<file path="config.mk">
export PLATFORM = sky130hd
export DESIGN_NAME = sift_out_adder
export DESIGN_NICKNAME = d
export VERILOG_FILES = /design/src/rtl/sift_out_adder.sv
export SDC_FILE = /design/constraint.sdc
export NUM_CORES = 1
export LEC_CHECK = 0
export CAP_MARGIN = 20
export CORE_AREA = 2 2 55 62
export DETAILED_ROUTE_END_ITERATION = 12
export DIE_AREA = 0 0 57 64
export PLACE_DENSITY = 0.79
export SYNTH_ARGS = -nofsm -noshare
export SYNTH_HDL_FRONTEND = slang
export SYNTH_SLANG_ARGS = --single-unit
</file>
<file path="constraint.sdc">
create_clock -name clk -period 19.7 [get_ports clk]
set_input_delay 1.97 -clock clk [delete_from_list [all_inputs] [get_ports clk]]
set_output_delay 1.97 -clock clk [all_outputs]
set_load 0.01 [all_outputs]
</file>
<file path="src/rtl/sift_out_adder.sv">
// Fault-tolerant adder: three ripple-carry replicas, a pairwise comparator network and a
// sticky exclusion register. Optional macro SIFT_FAULT_INJECT_EN adds inj/excluded ports.
module sift_out_adder #(
    parameter int unsigned adder_width = 32
) (
    input  logic                   clk,
    input  logic                   K,
    input  logic [adder_width-1:0] in1,
    input  logic [adder_width-1:0] in2,
    input  logic                   cin,
`ifdef SIFT_FAULT_INJECT_EN
    input  logic [2:0]             inj,
    output logic [2:0]             excluded,
`endif
    output logic [adder_width-1:0] sum,
    output logic                   cout
);

    localparam int unsigned RW = adder_width + 1;
    localparam int unsigned NR = 3;

    logic [adder_width:0]   carry [NR];
    logic [adder_width-1:0] s_raw [NR];
    logic [RW-1:0]          res   [NR];
    logic [NR-1:0]          inj_w;
    logic                   m01, m02, m12;
    logic [NR-1:0]          ex_d, ex_q;
    logic [RW-1:0]          out_c;

`ifdef SIFT_FAULT_INJECT_EN
    assign inj_w    = inj;
    assign excluded = ex_q;
`else
    assign inj_w    = '0;
`endif

    // Three independent ripple-carry chains; injection flips sum bit 0 of a replica.
    for (genvar r = 0; r < NR; r++) begin : g_rep
        assign carry[r][0] = cin;
        for (genvar b = 0; b < adder_width; b++) begin : g_bit
            assign s_raw[r][b]   = in1[b] ^ in2[b] ^ carry[r][b];
            assign carry[r][b+1] = (in1[b] & in2[b]) | (carry[r][b] & (in1[b] ^ in2[b]));
        end
        assign res[r] = {carry[r][adder_width], s_raw[r] ^ adder_width'(inj_w[r])};
    end

    assign m01 = (res[0] == res[1]);
    assign m02 = (res[0] == res[2]);
    assign m12 = (res[1] == res[2]);

    // A replica is sifted out only when all three are active and it alone is the outlier.
    always_comb begin
        ex_d = ex_q;
        if (ex_q == 3'b000) begin
            if (m12 && !m01 && !m02) begin
                ex_d[0] = 1'b1;
            end else if (m02 && !m01 && !m12) begin
                ex_d[1] = 1'b1;
            end else if (m01 && !m02 && !m12) begin
                ex_d[2] = 1'b1;
            end
        end
    end

    always_ff @(posedge clk or posedge K) begin
        if (K) begin
            ex_q <= '0;
        end else begin
            ex_q <= ex_d;
        end
    end

    // Collector: majority vote when nothing excluded, else lowest-index survivor.
    always_comb begin
        out_c = res[0];
        case (ex_q)
            3'b000:  out_c = (res[0] & res[1]) | (res[0] & res[2]) | (res[1] & res[2]);
            3'b001:  out_c = res[1];
            3'b010:  out_c = res[0];
            3'b100:  out_c = res[0];
            3'b011:  out_c = res[2];
            3'b101:  out_c = res[1];
            3'b110:  out_c = res[0];
            default: out_c = res[0];
        endcase
    end

    assign sum  = out_c[adder_width-1:0];
    assign cout = out_c[adder_width];

endmodule

</file>
==> notes.md, run 1 <==
run metrics: run status completed, detailed-route wire length between 2000 and 3000 um, Top cell area share between 80% and 90%, remaining routing DRC violations 0, routability-driven placement congestion ratio about 0.8, Final Max Slew Viols 0, area enclosed by the die boundary between 0.003 and 0.004 mm^2, Yosys warnings 0, worst max-slew margin expressed relative to the limit approximately nine tenths, synth top area cells sky130_fd_sc_hd__fa_1 90%, sky130_fd_sc_hd__inv_1 10%, endpoint kind of the worst setup timing path output pin, Tightest Pin Transition ~160 ps, clock buffers 0, Nets at Floorplan approximately 150, floorplan die height about 64 um, layout sequential cell count 0, Flop area 0 um^2, maximum clock rate 58.0 MHz, yosys cell count around 52, number of setup buffers added after CTS 0, Startpoint Class input port, area growth from synthesis to layout 143%
run 1: through the flow:
stage | power, mW | setup slack [ps] | area [um^2] | utilization (%) | instances
floorplan | 0.0248 | 3890 | 716 | - | 52
global placement | 0.0655 | 2650 | 1740 | 58.1 | 184
detailed placement | 0.0668 | 2420 | 1740 | 58.1 | 184
CTS | 0.0674 | 2380 | 1740 | 58.1 | 184
global route | 0.0729 | 1910 | 1740 | 58.1 | 184
finish | 0.0659 | 2460 | 1740 | 58.1 | 184
run 1: how the worst max path moves through the flow:
stage	start	to	slack, ps	cells after the start
after global placement	in1[0]	sum[31]	2650	42
after detailed placement	in1[0]	sum[31]	2420	42
final	in1[0]	sum[31]	2460	42
after floorplan	in1[0]	sum[31]	3890	40
after CTS	in1[0]	sum[31]	2380	42
after global routing	in1[0]	sum[31]	1910	42
run 1: critical path: cells and delay by family:
family                   cells  cell delay [ps]
adder cells (fa/ha/maj)     32            11810
buffers and inverters       10             1480
run 1: power breakdown:
group	internal [mW]	leakage [nW]	switching, mW
logic	0.0413	0.724	0.0246
clock network	0	0	0
registers	0	0	0
run 1: layer usage:
layer,part of all wire (%),up-vias,global-route usage [%]
li1,-,332,-
met1,33,360,16.1
met2,46,80,27.4
met3,21,0,8.91
met4,0,0,0
met5,0,-,0
run 1: placed cells by master (no fill, tap or decap):
cell                              count
sky130_fd_sc_hd__inv_1               20
sky130_fd_sc_hd__fa_1                32
sky130_fd_sc_hd__clkdlybuf4s50_1     98
run 1: layout make-up:
type / instances / area [um^2] / share of cell area, %
repair buffers: 98 / 981 / 56.4
multi-input cells: 32 / 641 / 36.8
inverters: 20 / 75.1 / 4.32
well taps: 34 / 42.5 / 2.45
run 1: kinds of logic after synthesis:
group / count (synthesis) / synth area share (%)
adder cells (fa/ha/maj): 32 / 89.5
buffers and inverters: 20 / 10.5
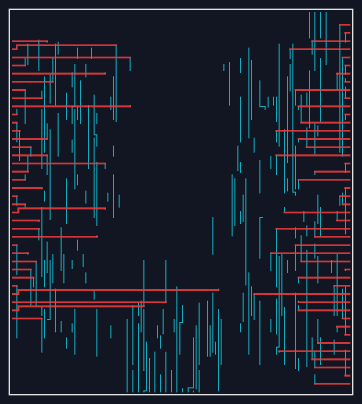
*Signal wires by layer, run 1*
Drawn at 6 px/um. Only two layers are drawn.
- cyan: M2 (wire length 1160 um)
- red: M3 (wire length 533 um)
routed length per instance: 13.7 um
all-layer global routing usage: 15.2%

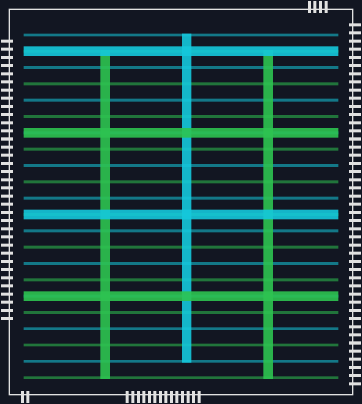
*Supply network, run 1*
Drawn at 6 px/um. Pins as bars on the die edge.
- green: VSS
- cyan: VDD
- met4 straps: 3
- rows: 21
- signal pins: 100
- met1 rails: 22
- met5 straps: 4

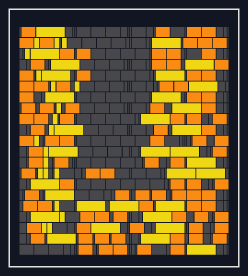
*Placed cells, one color a class, run 1*
Drawn at 4 px/um. Fill, decap, tap and diode cells in gray.
- yellow: remaining logic cells (cells 52)
- orange: remaining buffers and delay cells (cells 98)
share of the core filled with cells: 58.1%
final std cell area, no fill: 0.00174 mm^2
total core area: 0.00300 mm^2
flip-flop and latch share of the layout cell area: 0%

### Pin map, run 1

Drawn at 8 px/um. Pins as bars across the die edge, other pins in gray.
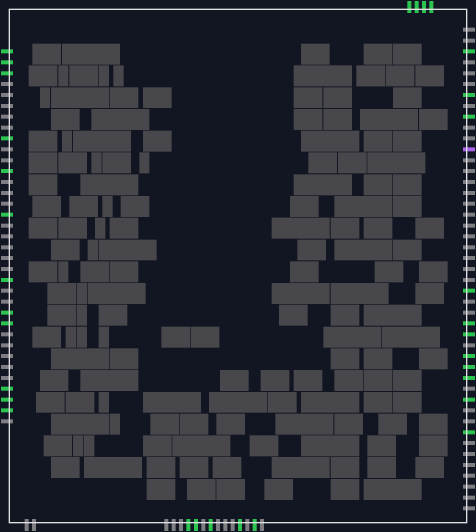

==> inputs of run 2 (changes only) <==
--- a/config.mk
+++ b/config.mk
@@ -6,10 +6,10 @@
 export NUM_CORES = 1
 export LEC_CHECK = 0
 export CAP_MARGIN = 20
-export CORE_AREA = 2 2 55 62
+export CORE_AREA = 2 2 53 59
 export DETAILED_ROUTE_END_ITERATION = 12
-export DIE_AREA = 0 0 57 64
-export PLACE_DENSITY = 0.79
+export DIE_AREA = 0 0 55 61
+export PLACE_DENSITY = 0.86
 export SYNTH_ARGS = -nofsm -noshare
 export SYNTH_HDL_FRONTEND = slang
 export SYNTH_SLANG_ARGS = --single-unit
==> constraint.sdc (replaced) <==
create_clock -name clk -period 21.5 [get_ports clk]
set_input_delay 2.15 -clock clk [delete_from_list [all_inputs] [get_ports clk]]
set_output_delay 2.15 -clock clk [all_outputs]
set_load 0.01 [all_outputs]
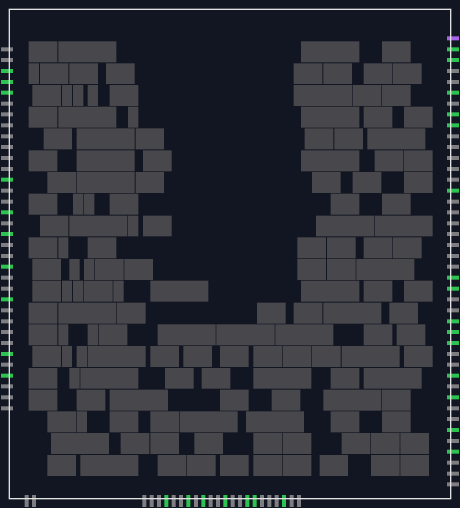
*Pin map, run 2*
Drawn at 8 px/um. Pins as bars across the die edge, other pins in gray.
- purple: cin (pins 1; direction input; edge east)
- green: sum (pins 32; direction output; edge 15 east, 10 west, 7 south)
- all pins by edge: 42 east, 34 west, 24 south

==> notes.md, run 2 <==
run metrics: layout sequential cell count 0 (unchanged), worst setup slack before clock tree synthesis 3840 ps (was 2420 ps), net switching power of the design 0.0217 mW (was 0.0246 mW), area enclosed by the die boundary 0.00336 mm^2 (was 0.00365 mm^2), Crit path required time 19350 ps (was 17730 ps), area growth from synthesis to layout 143% (about the same), part of the total power dissipated in sequential elements 0% (about the same), count of placed standard cells in the final layout, fillers left out 183 (was 184), total core area 0.00275 mm^2 (was 0.00300 mm^2), Tightest Pin Transition 145 ps (was 162 ps), Final Max Slew Viols 0 (unchanged), final critical-path setup slack 3910 ps (was 2460 ps), internal power component 0.0377 mW (was 0.0413 mW), remaining routing DRC violations 0 (unchanged), Top cell area share 89.5% (unchanged), Nets at Floorplan 151 (unchanged), clock buffers 0 (unchanged), number of setup buffers added after CTS 0 (unchanged), endpoint kind of the worst setup timing path output pin (unchanged), Yosys warnings 0 (unchanged), routed length per instance 12.4 um (was 13.7 um), run status completed (unchanged), Startpoint Class input port (unchanged), Flop area 0 um^2 (unchanged), commonest non-fill, non-tap cells in the layout 98 x sky130_fd_sc_hd__clkdlybuf4s50_1, 32 x sky130_fd_sc_hd__fa_1, 20 x sky130_fd_sc_hd__inv_1 (unchanged), yosys cell count 52 (unchanged), maximum clock rate around 57 MHz, total instance count after detailed placement 183 (was 184), origin of the worst setup path in1[0] (unchanged), worst max-slew margin expressed relative to the limit 90.3% (was 89.1%), detailed-route wire length 2270 um (was 2520 um), most frequent logic cell in the layout sky130_fd_sc_hd__clkdlybuf4s50_1 (unchanged), portion of total power attributed to combinational logic 100.0% (about the same)
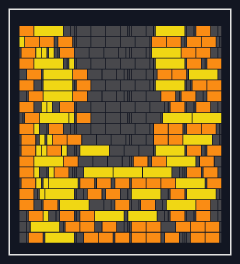
*Placed cells, one color a class, run 2*
Drawn at 4 px/um. Fill, decap, tap and diode cells in gray.
- orange: remaining buffers and delay cells (cells 98)
- yellow: remaining logic cells (cells 52)

run 2: worst max-delay path: cells and delay by family:
family	cells	cell delay, ps
buffers and inverters	10	1460
adders and majority gates	32	11830
run 2: stage by stage:
stage	power, mW	cell area (um^2)	utilization (%)
after floorplan	0.0228	716	-
after detailed placement	0.0604	1740	63.1
after CTS	0.0607	1740	63.1
after global placement	0.0585	1740	63.1
final	0.0594	1740	63.1
after global routing	0.0662	1740	63.1
run 2: kinds of logic (layout without fill, tap and decap cells):
group | Yosys count | count (layout) | synth area share (%)
adders and majority gates | 32 | 32 | 89.5
buffers and inverters | 20 | 118 | 10.5
run 2: metal layers:
| layer | global-route usage, % | wire length [um] | part of all wire (%) | vias up |
|---|---|---|---|---|
| met4 | 0 | 0 | 0 | 0 |
| met3 | 7.88 | 602 | 27 | 0 |
| met5 | 0 | 0 | 0 | - |
| li1 | - | - | - | 332 |
| met1 | 11.1 | 469 | 21 | 346 |
| met2 | 29.6 | 1190 | 53 | 76 |
run 2: final cells by class:
class                      count  area [um^2]
multi-input combinational     32          641
timing repair buffer          98          981
inverter                      20         75.1
fill                         223         1010
tap                           33         41.3
run 2: power groups by stage:
| stage | Sequential [mW] | Clock [mW] | Combinational [mW] |
|---|---|---|---|
| global placement | 0 | 0 | 0.0585 |
| CTS | 0 | 0 | 0.0607 |
| finish | 0 | 0 | 0.0594 |
| floorplan | 0 | 0 | 0.0228 |
| detailed placement | 0 | 0 | 0.0604 |
| global route | 0 | 0 | 0.0662 |
run 2: path summary, 6_finish.rpt:
kind  endpoint  slack (ps)  cells past startpoint
max    sum[31]        3910                     42
min    sum[26]        5420                      5
### Signal wires by layer, run 2

Drawn at 6 px/um. Only two layers are drawn.
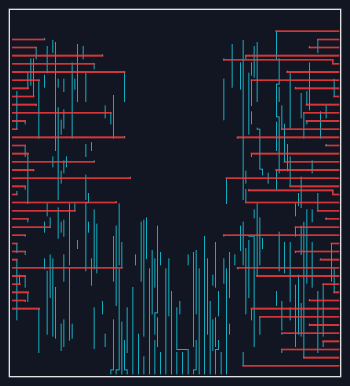

==> inputs of run 3 (changes only) <==
--- a/config.mk
+++ b/config.mk
@@ -6,10 +6,10 @@
 export NUM_CORES = 1
 export LEC_CHECK = 0
 export CAP_MARGIN = 20
-export CORE_AREA = 2 2 53 59
+export CORE_AREA = 2 2 55 62
 export DETAILED_ROUTE_END_ITERATION = 12
-export DIE_AREA = 0 0 55 61
-export PLACE_DENSITY = 0.86
+export DIE_AREA = 0 0 57 64
+export PLACE_DENSITY = 0.79
 export SYNTH_ARGS = -nofsm -noshare
 export SYNTH_HDL_FRONTEND = slang
 export SYNTH_SLANG_ARGS = --single-unit
==> constraint.sdc (replaced) <==
create_clock -name clk -period 16.91 [get_ports clk]
set_input_delay 1.691 -clock clk [delete_from_list [all_inputs] [get_ports clk]]
set_output_delay 1.691 -clock clk [all_outputs]
set_load 0.01 [all_outputs]
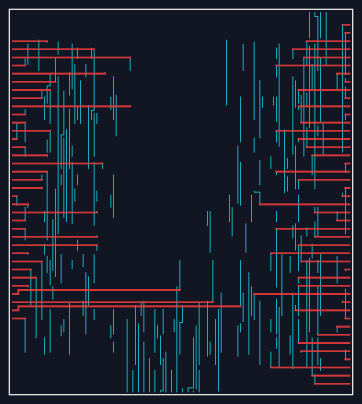
*Signal wires by layer, run 3*
Drawn at 6 px/um. Only two layers are drawn.
- red: M3 (wire length 601 um)
- cyan: M2 (wire length 1190 um)
detailed-route wire length: 2530 um
all-layer global routing usage: 14.9%
routed length per instance: 13.7 um
Vias: 782

==> notes.md, run 3 <==
run metrics: run status completed (unchanged), net switching power of the design 0.0290 mW (was 0.0217 mW), Flop area 0 um^2 (unchanged), max capacitance violation total 0 (unchanged), routed via count divided by cell count 4.25 (was 4.12), part of the total power dissipated in sequential elements 0% (about the same), Final Max Slew Viols 0 (unchanged), worst max-slew margin expressed relative to the limit 87.5% (was 90.3%), sw frac 37.4% (was 36.6%), floorplan die height 64 um (was 61 um), total core area 0.00300 mm^2 (was 0.00275 mm^2), maximum clock rate 60.9 MHz, area enclosed by the die boundary 0.00365 mm^2 (was 0.00336 mm^2), layout sequential cell count 0 (unchanged), Startpoint Class input port (unchanged), remaining routing DRC violations 0 (unchanged), synth top area cells sky130_fd_sc_hd__fa_1 90%, sky130_fd_sc_hd__inv_1 10% (unchanged), Tightest Pin Transition 186 ps (was 145 ps), largest stage delay on the critical path 530 ps (about the same), relative contribution of the clock network to total power 0% (about the same), Yosys warnings 0 (unchanged), internal power component 0.0484 mW (was 0.0377 mW), final critical-path setup slack 499 ps (was 3910 ps), Nets at Floorplan 151 (unchanged), number of setup buffers added after CTS 0 (unchanged), Top cell area share 89.5% (unchanged), Final Hold Violation Tally 0 (unchanged), area growth from synthesis to layout 145% (was 143%), portion of total power attributed to combinational logic 100.0% (about the same), endpoint kind of the worst setup timing path output pin (unchanged), clock buffers 0 (unchanged), Crit path required time 15220 ps (was 19350 ps), most frequent logic cell in the layout sky130_fd_sc_hd__clkdlybuf4s50_1 (unchanged), routability-driven placement congestion ratio 0.810 (was 0.644)
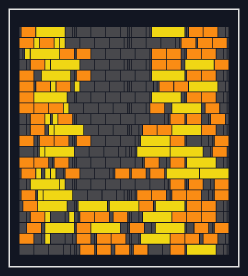
*Placed cells, one color a class, run 3*
Drawn at 4 px/um. Fill, decap, tap and diode cells in gray.
- orange: remaining buffers and delay cells (cells 98)
- yellow: remaining logic cells (cells 52)
share of the core filled with cells: 58.6%
Core Rows: 21
final std cell area, no fill: 0.00175 mm^2

==> run 3: cell counts after synthesis <==
Identical to the previous run, type by type.
==> run 3: stage by stage <==
stage / std cells / area (um^2)
after floorplan: 52 / 716
final: 184 / 1750
after detailed placement: 184 / 1740
after global placement: 184 / 1740
after global routing: 184 / 1750
after CTS: 184 / 1740
==> run 3: cells by family after synthesis <==
kind of cell	after synthesis	share of synthesized area (%)
buf+inv	20	10.5
fa+ha+maj	32	89.5
==> run 3: worst paths after layout <==
kind | startpoint | end | slack, ps | cells past startpoint
worst min-delay path | in2[31] | sum[31] | 4500 | 5
worst max-delay path | in1[0] | sum[31] | 500 | 42
==> run 3: cell type report <==
type / instances / area (um^2)
Inverter: 20 / 75.1
Multi-Input combinational cell: 32 / 656
Fill cell: 259 / 1240
Tap cell: 34 / 42.5
Timing Repair Buffer: 98 / 981
==> run 3: critical path: cells and delay by family <==
family	cells	cell delay, ps
buf+inv	10	1480
fa+ha+maj	32	11530
==> run 3: power groups by stage <==
stage          registers [mW]  logic [mW]  clock network, mW
6_report                    0      0.0774                  0
5_1_grt                     0      0.0849                  0
4_1_cts                     0      0.0783                  0
3_5_place_dp                0      0.0777                  0
3_3_place_gp                0      0.0763                  0
2_1_floorplan               0      0.0289                  0
==> run 3: layer usage <==
layer,part of all wire [%],GRT usage [%]
met5,0,0
met4,0,0
met3,24,10.1
met2,47,27.0
met1,29,15.0
Power figures rest on the tool's default switching activity, not on a simulated workload.
